`src/rtl/weight_loader.sv`:
```
// Weight-bank fill stage: round-robins a valid/ready byte stream across NUM_BANKS banks.
// Optional feature: define WEIGHT_LOADER_CHECKSUM_EN to build the 16-bit byte-sum accumulator.
module weight_loader #(
  parameter int unsigned ADDR_WIDTH = 11,
  parameter int unsigned DATA_WIDTH = 8,
  parameter int unsigned BANK_BITS  = 2
) (
  input  logic                    clk,
  input  logic                    rst_n,
  input  logic                    start,
  input  logic [3:0]              layer_id,
  input  logic [ADDR_WIDTH:0]     word_count,
  input  logic                    abort,
  input  logic                    in_valid,
  input  logic [DATA_WIDTH-1:0]   in_data,
  output logic                    in_ready,
  output logic [(1<<BANK_BITS)-1:0] csen,
  output logic                    wrenb,
  output logic [ADDR_WIDTH-1:0]   addr_b,
  output logic [DATA_WIDTH-1:0]   data_b,
  output logic [3:0]              layer2weight_cnt,
  output logic                    busy,
  output logic                    done,
  output logic                    err,
  output logic [15:0]             checksum
);

  localparam int unsigned NUM_BANKS = 1 << BANK_BITS;
  localparam int unsigned KW        = ADDR_WIDTH + BANK_BITS + 1;

  typedef enum logic [1:0] {StIdle, StLoad, StDone} state_e;

  state_e state_q, state_d;

  logic [KW-1:0]           k_q;
  logic [ADDR_WIDTH:0]     wc_q;
  logic [3:0]              layer_q;
  logic                    wr_q, wr_d;
  logic [NUM_BANKS-1:0]    csen_q, csen_d;
  logic [ADDR_WIDTH-1:0]   addr_q, addr_d;
  logic [DATA_WIDTH-1:0]   data_q, data_d;
  logic                    busy_q, busy_d;
  logic                    done_q, done_d;
  logic                    err_q, err_d;

  logic          accept;
  logic          start_ok;
  logic [KW-1:0] total;
  logic          last;

  assign accept   = in_valid && in_ready;
  assign start_ok = (state_q == StIdle) && start;
  assign total    = {wc_q, {BANK_BITS{1'b0}}};
  assign last     = (k_q == total - KW'(1));

  // State register
  always_ff @(posedge clk or negedge rst_n) begin
    if (!rst_n) begin
      state_q <= StIdle;
    end else begin
      state_q <= state_d;
    end
  end

  // Next-state logic
  always_comb begin
    state_d = state_q;
    unique case (state_q)
      StIdle: begin
        if (start) begin
          state_d = (word_count == '0) ? StDone : StLoad;
        end
      end
      StLoad: begin
        if (abort) begin
          state_d = StIdle;
        end else if (accept && last) begin
          state_d = StDone;
        end
      end
      StDone:  state_d = StIdle;
      default: state_d = StIdle;
    endcase
  end

  // Output logic: in_ready is the only combinational output; the rest feed registers
  always_comb begin
    in_ready = (state_q == StLoad) && !abort;
    busy_d   = (state_d == StLoad);
    done_d   = (state_d == StDone);
    err_d    = (state_q == StLoad) && abort;
    wr_d     = 1'b0;
    csen_d   = '0;
    addr_d   = '0;
    data_d   = '0;
    if (accept) begin
      wr_d   = 1'b1;
      csen_d = NUM_BANKS'(1) << k_q[BANK_BITS-1:0];
      addr_d = k_q[KW-2:BANK_BITS];
      data_d = in_data;
    end
  end

  always_ff @(posedge clk or negedge rst_n) begin
    if (!rst_n) begin
      wr_q    <= 1'b0;
      csen_q  <= '0;
      addr_q  <= '0;
      data_q  <= '0;
      busy_q  <= 1'b0;
      done_q  <= 1'b0;
      err_q   <= 1'b0;
      k_q     <= '0;
      wc_q    <= '0;
      layer_q <= '0;
    end else begin
      wr_q    <= wr_d;
      csen_q  <= csen_d;
      addr_q  <= addr_d;
      data_q  <= data_d;
      busy_q  <= busy_d;
      done_q  <= done_d;
      err_q   <= err_d;
      if (start_ok) begin
        k_q     <= '0;
        wc_q    <= word_count;
        layer_q <= layer_id;
      end else if (accept) begin
        k_q <= k_q + KW'(1);
      end
    end
  end

`ifdef WEIGHT_LOADER_CHECKSUM_EN
  logic [15:0] sum_q;

  always_ff @(posedge clk or negedge rst_n) begin
    if (!rst_n) begin
      sum_q <= '0;
    end else if (start_ok) begin
      sum_q <= '0;
    end else if (accept) begin
      sum_q <= sum_q + 16'(in_data);
    end
  end

  assign checksum = sum_q;
`else
  assign checksum = '0;
`endif

  assign wrenb            = wr_q;
  assign csen             = csen_q;
  assign addr_b           = addr_q;
  assign data_b           = data_q;
  assign busy             = busy_q;
  assign done             = done_q;
  assign err              = err_q;
  assign layer2weight_cnt = layer_q;

endmodule

```
`config.mk`:
```
export PLATFORM = sky130hd
export DESIGN_NAME = weight_loader
export DESIGN_NICKNAME = d
export VERILOG_FILES = /design/src/rtl/weight_loader.sv
export SDC_FILE = /design/constraint.sdc
export NUM_CORES = 1
export LEC_CHECK = 0
export ABC_AREA = 1
export CELL_PAD_IN_SITES_DETAIL_PLACEMENT = 0
export CELL_PAD_IN_SITES_GLOBAL_PLACEMENT = 1
export CORE_MARGIN = 2
export CORE_UTILIZATION = 32
export DETAILED_ROUTE_END_ITERATION = 12
export PLACE_DENSITY_LB_ADDON = 0.12
export SLEW_MARGIN = 20
export SYNTH_ARGS = -nofsm -noshare
export SYNTH_HDL_FRONTEND = slang
export SYNTH_SLANG_ARGS = --single-unit
export TNS_END_PERCENT = 50
```
`constraint.sdc`:
```
create_clock -name clk -period 1.4 [get_ports clk]
set_input_delay 0.14 -clock clk [delete_from_list [all_inputs] [get_ports clk]]
set_output_delay 0.14 -clock clk [all_outputs]
set_load 0.005 [all_outputs]
```
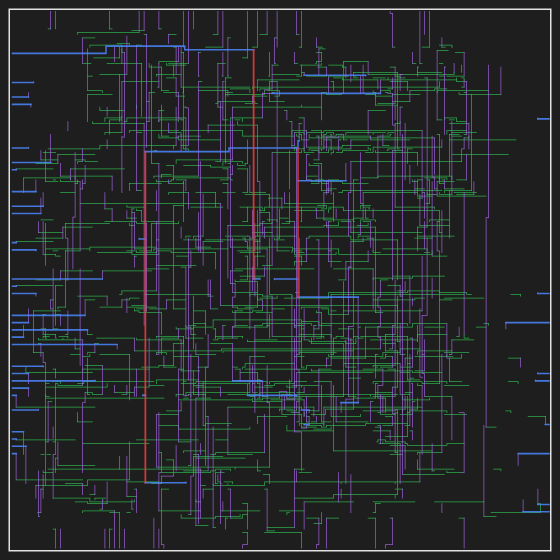
layers.png
M3 -> blue  # wire length 349 um
M2 -> purple  # wire length 3590 um
M1 -> green  # wire length 3580 um
M4 -> red  # wire length 133 um

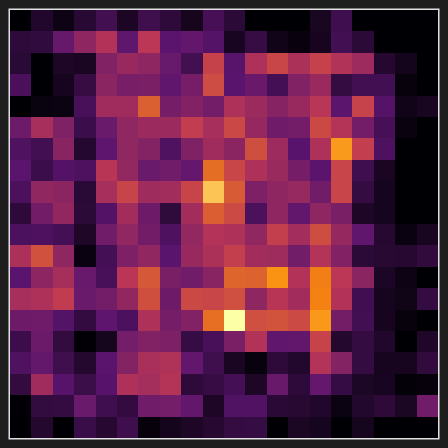
route_heat.png
The die is cut into 20 by 20 equal tiles; black is low, pale yellow is high, scaled to the fullest tile. Values are wire area over tile area, all layers added.
nearly empty tiles = 10%
mean over tiles = 0.12
fullest tile = 0.45
emptiest ninth of the die = lower right
tiles over half the peak = 11%
densest ninth of the die = center
Total GRT Usage: 16.4%
DR WL/cell: 12.5 um
Vias: 2690
Routed WL: 7650 um

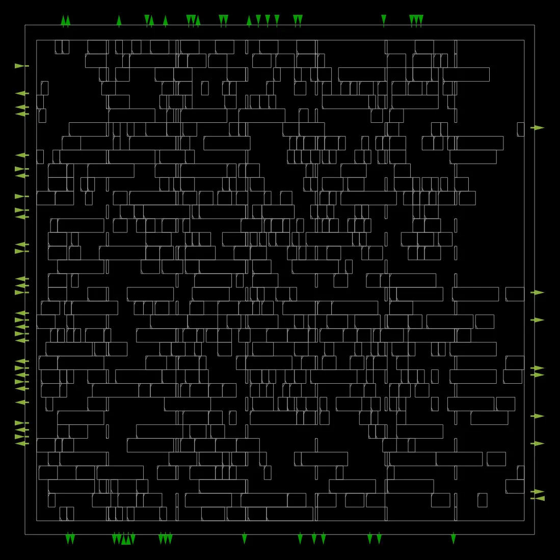
placed.png
final core occ: 50.5%
Filler cells: 894
sequential share of cell area: 31.8%
fin cells: 611
core footprint: 0.00920 sq mm

==> run summary <==
status - finished, violations left
failing checks - setup timing
Routed Antenna Nets - 0
combinational power share - 27.7%
Via density - 4.40
Final WS setup - -227 ps
ys cells - 359
CP startpoint kind - flip-flop
die area - 0.0102 sq mm
flops out of synthesis - 59
TritonCTS buffer count - 9
OpenROAD warnings - 32
Worst Hold Class - in2async
Internal Pwr Total - 0.00336 W
Final Max Tran Viols - 0
num rows - 35
Clk pwr share - 31.9%
Die Width - 101 um
Die Y - 101 um
CP peak stage delay - 380 ps
Worst-Skew Late Latency - 340 ps
setup TNS - -1110 ps
Design Power - 0.00479 W
HPWL after detailed placement - 5730 um
Sw Pwr - 0.00143 W
top cells, area - dfrtp_1 49%, nand2_1 8.0%, inv_1 7.0%
Worst Clk Skew - 8.84 ps
crit path DRT - 1630 ps
Worst Path Arrival - 1850 ps
crit-path cells - inv_2, ha_4, xnor2_2, nor2_2, nand3_2, nor2_1, nand2_1, nor2_1, nand2_1, nand2_1, nand2_1
FP Util - 32.7%
Top cell by count, worst path - nand2_1
share of layout cells above drive strength 1 - 27.8%
placed cell areas - 0.00417 sq mm
register share of total power - 40.4%
diodes inserted - 0
shortest period the worst path allows - 1630 ps
CTS tree - done
leakage power - 2.30 nW
largest net degree at the start of global routing - 30
synth cell count leaders - 64 x nand2_1, 59 x dfrtp_1, 56 x inv_1, 42 x nor2_1, 26 x o21ai_0
register share after synthesis - 49.1%
fin area - 0.00464 sq mm
asr flop ratio synth - 100%
clock transition at the registers of the reported paths - 70 ps
synth unique cells - 36
root buffer cell - clkbuf_8
number of enable flip-flop cells - 0
IO buf count - 60
initial antenna violation count - 0
max_cap viols - 0
H-tree depth - 3
Remaining DRCs - 0
switching share of power - 29.9%
dpl cells - 582
# setup viols final - 8
mean post-synth cell area - 8.38 sq um
final tally of hold violations - 0
grt total ovfl - 0
top_reg_cell synth - dfrtp_1
cell count after synthesis - 359
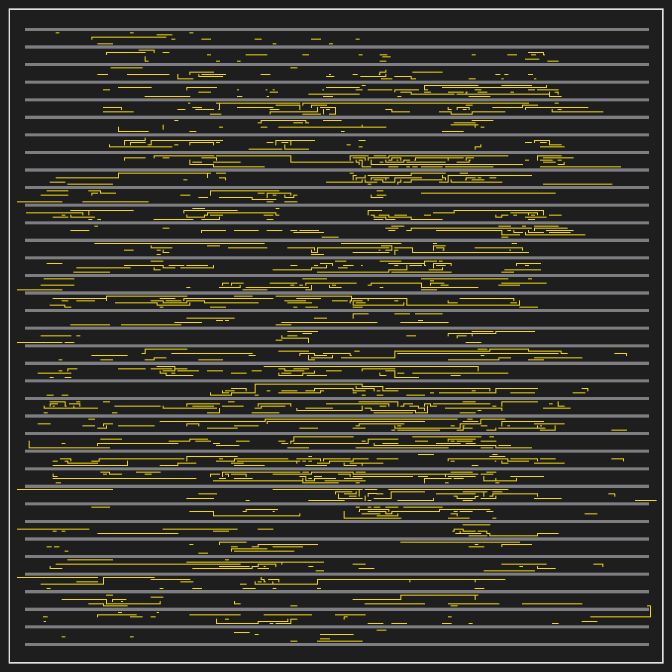
m1.png
Supply wires on this layer in gray.
wire length on this layer = 3580 um
nets with wire on the layer = 462

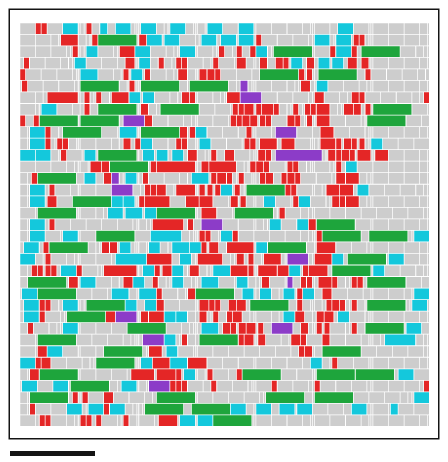
class_map.png
The bar under the picture is 20 um long. Fill, decap, tap and diode cells in gray.
registers -> green  # cells 59, share of their area 33%
remaining logic cells -> red  # cells 292, share of their area 36%
clock drivers and dummy loads -> purple  # cells 14, share of their area 4.0%
remaining buffers and delay cells -> cyan  # cells 135, share of their area 27%

==> metrics by stage <==
stage	setup WS, ps	utilization, %
after floorplan	-17.9	-
after global placement	-251	45.4
after detailed placement	-294	45.4
after CTS	-214	48.4
after global routing	-358	50.5
final	-227	50.5
==> layout make-up <==
class / count / area, sq um / share of cell area [%]
Sequential cell: 59 / 1480 / 31.8
Multi-Input combinational cell: 233 / 1380 / 29.8
Timing Repair Buffer: 135 / 1230 / 26.6
Inverter: 59 / 228 / 4.91
Clock buffer: 11 / 141 / 3.05
Tap cell: 111 / 139 / 2.99
Clock inverter: 3 / 40.0 / 0.863
==> worst paths after layout <==
path                                startpoint  slack (ps)             endpoint  cells after the start
min in group clk                    in_data[6]         310            data_b[6]                      3
min                                      rst_n         230            addr_b[7]                      2
max                                    wc_q[0]        -230                 busy                     11
max in group asynchronous                rst_n         580  layer2weight_cnt[1]                      3
max reg2reg                            wc_q[0]        -230                 busy                     11
min reg2reg                layer2weight_cnt[0]         490  layer2weight_cnt[0]                      2
==> registers in the layout, summed over array words and instances (netlist names) <==
register / cells
data_b: 8
csen: 4
err: 1
k_q: 14
wrenb: 1
busy: 1
addr_b: 11
layer2weight_cnt: 4
wc_q: 12
done: 1
state_q: 2
==> critical path, delay by kind of cell (launching register included) <==
family        cells  cell delay, ps
simple gates      8             720
flops             1             380
fa+ha+maj         1             210
xor+xnor          1             130
buf+inv           1              90
==> cell families (layout without fill, tap and decap cells) <==
logic type,after synthesis,count (layout),share of synthesized area (%)
AND/OR/NAND/NOR,159,159,25.6
buffers and inverters,82,208,12.3
flip-flops,59,59,49.1
AND-OR/OR-AND,39,39,6.66
XOR/XNOR,14,14,4.08
adder cells (fa/ha/maj),5,5,2.08
other,1,16,0.125
==> per-layer routing <==
layer	global-route usage, %	wire (um)
met4	7.17	132
met2	25.7	3590
met1	21.6	3580
met5	0	0
met3	3.88	349
==> cells in the final DEF (no fill, tap or decap), types with 3 or more instances in the layout <==
cell type,count
nand2_1,60
buf_4,60
dfrtp_1,59
clkdlybuf4s50_1,58
inv_1,51
nor2_1,33
o21ai_0,20
conb_1,16
nand4_1,14
buf_6,11
nand3_1,10
clkbuf_8,10
nor2_2,9
xnor2_1,7
o21ai_1,7
a21oi_1,7
inv_2,6
xor2_1,6
nor2_4,5
nand2_2,5
nand3_2,3
nor3_1,3
ha_1,3
buf_12,3
==> power groups by stage <==
| stage | Sequential, W | Combinational (W) | Clock [W] |
|---|---|---|---|
| 2_1_floorplan | 0.00197 | 0.000609 | 0 |
| 3_3_place_gp | 0.00196 | 0.00117 | 0 |
| 3_5_place_dp | 0.00196 | 0.00117 | 0 |
| 4_1_cts | 0.00194 | 0.00123 | 0.00158 |
| 5_1_grt | 0.00195 | 0.00149 | 0.00168 |
| 6_report | 0.00193 | 0.00132 | 0.00153 |
==> what timing repair did <==
item                                   4_1_cts  5_1_grt
gates resized                               22       33
pin swaps                                    7       15
setup endpoints to repair                   14       36
endpoints found under the hold margin       19        0
buffers inserted                             2       12
hold buffers                                 1        0
No activity file was given, so power comes from the tool's default toggle rates.
